### Cell density map

7 x 8 tiles, from black (low) to pale yellow (high), 0 to 100% covered.
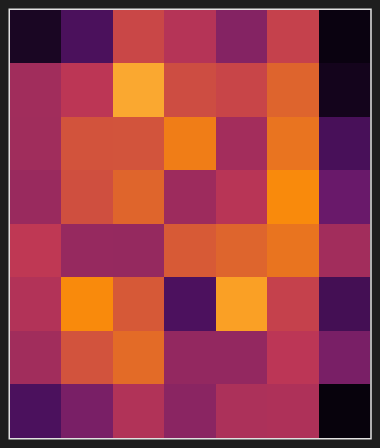
### Track usage over the die

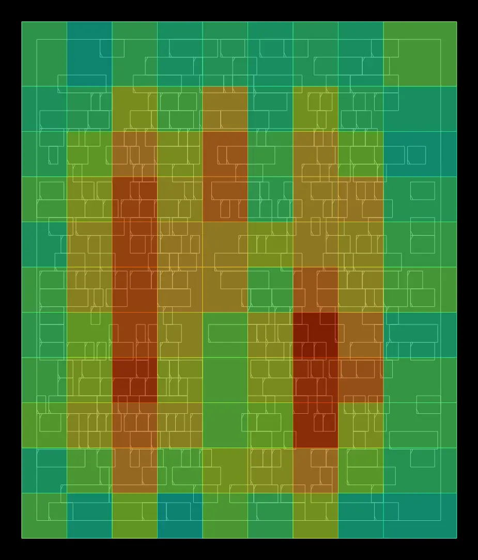
### Sequential cells colored by netlist name

Bar = 20 µm. Other sequential cells in the stronger gray, the rest of the logic in the fainter gray.
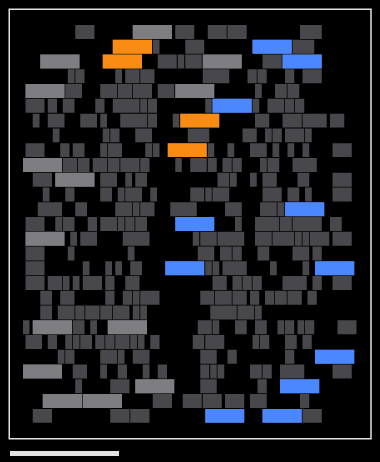
<file path="config.mk">
export PLATFORM = sky130hd
export DESIGN_NAME = vga_timing_ctrl
export DESIGN_NICKNAME = d
export VERILOG_FILES = /design/src/rtl/vga_timing_ctrl.sv
export SDC_FILE = /design/constraint.sdc
export NUM_CORES = 1
export LEC_CHECK = 0
export CELL_PAD_IN_SITES_DETAIL_PLACEMENT = 0
export CELL_PAD_IN_SITES_GLOBAL_PLACEMENT = 1
export CORE_ASPECT_RATIO = 1.2
export CORE_MARGIN = 2
export CORE_UTILIZATION = 43
export DETAILED_ROUTE_END_ITERATION = 7
export GPL_TIMING_DRIVEN = 0
export PLACE_DENSITY_LB_ADDON = 0.1
export SYNTH_ARGS = -nofsm -noshare
export SYNTH_HDL_FRONTEND = slang
export SYNTH_SLANG_ARGS = --single-unit
</file>
<file path="constraint.sdc">
create_clock -name clk -period 8.9 [get_ports clk]
set_input_delay 0.89 -clock clk [delete_from_list [all_inputs] [get_ports clk]]
set_output_delay 0.89 -clock clk [all_outputs]
set_load 0.05 [all_outputs]
</file>
<file path="src/rtl/vga_timing_ctrl.sv">
// ---------------------------------------------------------------------------
// vga_timing_ctrl
//
// Purpose:
//   Raster timing for a VGA-style display. A horizontal pixel counter is
//   chained to a vertical line counter. Each axis carries a small phase FSM
//   (ACTIVE -> FRONT -> SYNC -> BACK -> ACTIVE). The FSMs drive the
//   registered, glitch-free hsync/vsync/video_on outputs.
//
// Ports:
//   clk        in   system clock (single domain)
//   reset      in   synchronous active-high reset; overrides pix_en
//   pix_en     in   pixel enable; state advances only on edges where it is 1
//   x          out  [10:0] horizontal count, 0..H_TOTAL-1
//   y          out  [10:0] vertical count, 0..V_TOTAL-1
//   video_on   out  registered, 1 while both axes are in ACTIVE
//   hsync      out  registered, active low while the horizontal phase is SYNC
//   vsync      out  registered, active low while the vertical phase is SYNC
//   line_end   out  combinational strobe, pix_en on the last pixel of a line
//   frame_end  out  combinational strobe, line_end on the last line of a frame
//
// Every phase width must be at least 1, and each axis total must be <= 2047.
// ---------------------------------------------------------------------------
module vga_timing_ctrl #(
    parameter int unsigned H_ACTIVE = 640,
    parameter int unsigned H_FP     = 16,
    parameter int unsigned H_SYNC   = 96,
    parameter int unsigned H_BP     = 48,
    parameter int unsigned V_ACTIVE = 480,
    parameter int unsigned V_FP     = 10,
    parameter int unsigned V_SYNC   = 2,
    parameter int unsigned V_BP     = 33
) (
    input  logic        clk,
    input  logic        reset,
    input  logic        pix_en,
    output logic [10:0] x,
    output logic [10:0] y,
    output logic        video_on,
    output logic        hsync,
    output logic        vsync,
    output logic        line_end,
    output logic        frame_end
);

    typedef enum logic [1:0] {
        ACTIVE = 2'd0,
        FRONT  = 2'd1,
        SYNC   = 2'd2,
        BACK   = 2'd3
    } phase_e;

    // Phase boundaries per axis; index 0 is horizontal, index 1 is vertical.
    localparam logic [1:0][10:0] FP_START = {
        11'(V_ACTIVE),
        11'(H_ACTIVE)
    };
    localparam logic [1:0][10:0] SYNC_START = {
        11'(V_ACTIVE + V_FP),
        11'(H_ACTIVE + H_FP)
    };
    localparam logic [1:0][10:0] BP_START = {
        11'(V_ACTIVE + V_FP + V_SYNC),
        11'(H_ACTIVE + H_FP + H_SYNC)
    };
    localparam logic [1:0][10:0] LAST = {
        11'(V_ACTIVE + V_FP + V_SYNC + V_BP - 1),
        11'(H_ACTIVE + H_FP + H_SYNC + H_BP - 1)
    };

    // The phase moves on the same edge the counter lands on a boundary, so it
    // is decided from the counter's next value rather than its current one.
    function automatic phase_e phase_next(
        input phase_e      cur,
        input logic [10:0] cnt_next,
        input logic [10:0] fp_start,
        input logic [10:0] sync_start,
        input logic [10:0] bp_start
    );
        phase_e nxt;
        nxt = cur;
        case (cur)
            ACTIVE:  if (cnt_next == fp_start)   nxt = FRONT;
            FRONT:   if (cnt_next == sync_start) nxt = SYNC;
            SYNC:    if (cnt_next == bp_start)   nxt = BACK;
            BACK:    if (cnt_next == 11'd0)      nxt = ACTIVE;
            default: nxt = ACTIVE;
        endcase
        return nxt;
    endfunction

    // Per-axis advance: horizontal on each enabled pixel, vertical once per line.
    logic [1:0] adv;
    assign adv[0] = pix_en;
    assign adv[1] = line_end;

    genvar gi;
    generate
        for (gi = 0; gi < 2; gi++) begin : g_axis
            logic [10:0] cnt_q;
            logic [10:0] cnt_d;
            phase_e      phase_q;
            phase_e      phase_d;

            always_comb begin
                cnt_d   = cnt_q;
                phase_d = phase_q;
                if (adv[gi]) begin
                    cnt_d   = (cnt_q == LAST[gi]) ? 11'd0 : cnt_q + 11'd1;
                    phase_d = phase_next(phase_q, cnt_d, FP_START[gi],
                                         SYNC_START[gi], BP_START[gi]);
                end
            end

            always_ff @(posedge clk) begin
                if (reset) begin
                    cnt_q   <= 11'd0;
                    phase_q <= ACTIVE;
                end else begin
                    cnt_q   <= cnt_d;
                    phase_q <= phase_d;
                end
            end
        end
    endgenerate

    // Outputs are registered from the next-state phases so that they change
    // on exactly the same edge as the counters (no one-pixel lag).
    logic hsync_q;
    logic hsync_d;
    logic vsync_q;
    logic vsync_d;
    logic video_on_q;
    logic video_on_d;

    always_comb begin
        hsync_d    = (g_axis[0].phase_d != SYNC);
        vsync_d    = (g_axis[1].phase_d != SYNC);
        video_on_d = (g_axis[0].phase_d == ACTIVE) && (g_axis[1].phase_d == ACTIVE);
    end

    always_ff @(posedge clk) begin
        if (reset) begin
            hsync_q    <= 1'b1;
            vsync_q    <= 1'b1;
            video_on_q <= 1'b1;
        end else begin
            hsync_q    <= hsync_d;
            vsync_q    <= vsync_d;
            video_on_q <= video_on_d;
        end
    end

    assign x         = g_axis[0].cnt_q;
    assign y         = g_axis[1].cnt_q;
    assign hsync     = hsync_q;
    assign vsync     = vsync_q;
    assign video_on  = video_on_q;
    assign line_end  = pix_en && (g_axis[0].cnt_q == LAST[0]);
    assign frame_end = line_end && (g_axis[1].cnt_q == LAST[1]);

endmodule

</file>
==> impl_metrics.yaml <==
# physical design summary
routing:
  ant_nets: 0
  drtIter0Drc: 152
  vias_per_cell: 5.739
  routed_wl_mm: 5.274
  drt_pre_antenna_iters: 4
  post-route-drc-count: 0
  vias: 2043
timing:
  rsz0062_at_grt: "no"
  period_used_share: 0.4561
  max_slew_margin: 0.5904
  tns_ns: 0
  hold_violations: 0
  tightest_slew_ns: 0.6097
  setup_viol: 0
  slew_violations: 0
  clock.fmax_mhz: 246.4
final_layout:
  fin_nets: 303
  lay_top_cells: "nor2_1, dfxtp_1, clkdlybuf4s50_1, nand2_1, nand3_1"
  n_fill_cell: 473
critical_path:
  endpoint_kind: "output pin"
  crit_fanout: 10
  crit_type: "reg -> out"
  r2r_start: "y[4]"
  critPathRequiredTime_ns: 8.01
  cp.arrival_ns: 3.17
global_routing:
  grt_overflow_total: 0
  grt_usage: 0.2116
  antenna_found_initial: 0
die:
  die_h_um: 78.86
  dieWidth_um: 66.39
  num_rows: 27
clocking:
  cts_tree: "yes"
  post_cts_buffers: 0
  hold_buffers: 0
  worstSkewPairLatency_ns: 0.28
  cts_resized: 0
  cts_buffers: 5
  clock_path_buffers: 2
power:
  peakVddDrop_mv: 0.08809
  power_w: 0.0002730
  pwr_density_cell_mw_per_mm2: 110.4
  p_leak_nw: 0.8409
placed_design:
  dpl.cell_count: 348
  io_buffers: 29
synth:
  ys_async_sr_fraction: 0
  synth_area_leader_cell: "dfxtp_1"
  avgSynthCellArea_um2: 7.694
  ys_cells: 261
  ys_area_mm2: 0.002008
  synth_cells: 261
  ys_seq_share: 0.2891
  synth.top_cell.area_share: 0.2891
  area_leaders: "dfxtp_1, nor2_1, nand2_1"
hold_path:
  min_path_type: "reg -> reg"
  hp-start: "x[0]"
run_status:
  status: "complete, no violations"
job:
  maxCapViolCount: 0
  log.warning_count: 27
-- 'Cell density map' (at the start) --
The fullest tile reaches 81%. 3.6% of the tiles are over 75% full. The mean over all tiles is 46%. 1.8% of the tiles are nearly empty.
fp util: 0.4436
Final Util: 0.5462
Core Area: 0.004527 mm²

-- 'Track usage over the die' (at the start) --
M3 GR Usage: 0.03966
GRT met2 Usage: 0.3790
met1 Usage GRT: 0.2487
WL per Instance: 14.81 µm
grt peak-use layer: met2

-- 'Sequential cells colored by netlist name' (at the start) --
g_axis.phase_q: marked orange, placed flops 4, where top center. y: marked blue, placed flops 11.
FF/Latch Area: 580.6 µm²
Seq/total area: 0.2348
Seq power: 0.000132 W

worst max-delay path, stage by stage, from the launching register on:
cell	delay, ns
dfxtp_1	0.41
ha_1	0.19
clkbuf_1	0.38
nand2_1	0.10
nor2_1	0.31
nand3_2	0.24
clkbuf_1	0.29
nor2_1	0.16
clkdlybuf4s50_1	0.80
per-layer routing:
| layer | GRT usage | vias to the layer above | part of all wire |
|---|---|---|---|
| met5 | 0 | - | 0 |
| met4 | 0.06939 | 0 | 0.021 |
| met3 | 0.03966 | 10 | 0.030 |
| met2 | 0.3790 | 48 | 0.51 |
| met1 | 0.2487 | 960 | 0.43 |
| li1 | - | 1025 | - |
cells in the mapped netlist (4+ instances only):
cell type	n
mux2i_1	4
o21ai_0	10
nand3_1	14
nand4_1	7
nor2_1	35
or3_1	5
nand2b_1	4
xor2_1	8
inv_1	4
dfxtp_1	29
a31oi_1	5
buf_2	8
nand3b_1	6
clkbuf_1	8
a21oi_1	12
nand2_1	22
xnor2_1	7
nor3_1	5
power by group:
part | switching (W) | internal (W) | leakage, nW
sequential | 0.00000157 | 0.000131 | 0.234
clock | 0.0000546 | 0.0000699 | 0.0542
combinational | 0.0000109 | 0.00000523 | 0.552
final timing paths:
kind,depth (start not counted),to,slack (ns)
setup / recovery,8,frame_end,4.84
hold / removal,2,x[0],0.55
setup reg to reg,7,vsync,5.82
hold reg to reg,2,x[0],0.55
logic make-up (layout without fill, tap and decap cells):
| family | count (synthesis) | after routing | share of synthesized area |
|---|---|---|---|
| compound gates | 57 | 57 | 0.1994 |
| fa+ha+maj | 3 | 3 | 0.01869 |
| mux | 5 | 5 | 0.02741 |
| simple gates | 124 | 124 | 0.3333 |
| buf+inv | 28 | 65 | 0.06667 |
| xor+xnor | 15 | 15 | 0.06542 |
| flops | 29 | 29 | 0.2891 |
through the flow:
step                      worst slack, ns  instance area (µm²)  hold slack (ns)
after detailed placement            5.170                 2371           0.5381
after global placement              5.155                 2371           0.5372
after CTS                           4.856                 2472           0.5524
final                               4.841                 2472           0.5516
after floorplan                     5.444                 2008           0.5727
after global routing                4.652                 2472           0.5752
registers in the layout, indices dropped and copies added (netlist names):
| register | flops |
|---|---|
| x | 11 |
| y | 11 |
| g_axis.phase_q | 4 |
| hsync | 1 |
| video_on | 1 |
| vsync | 1 |
layout make-up:
class,instances,area share
buffer,21,0.04352
clock buffer,7,0.03897
clock inverter,1,0.002024
inverter,7,0.01063
multi-input combinational,204,0.5233
sequential,29,0.2348
tap,58,0.02935
timing repair buffer,29,0.1174
No activity file was given, so power comes from the tool's default toggle rates.
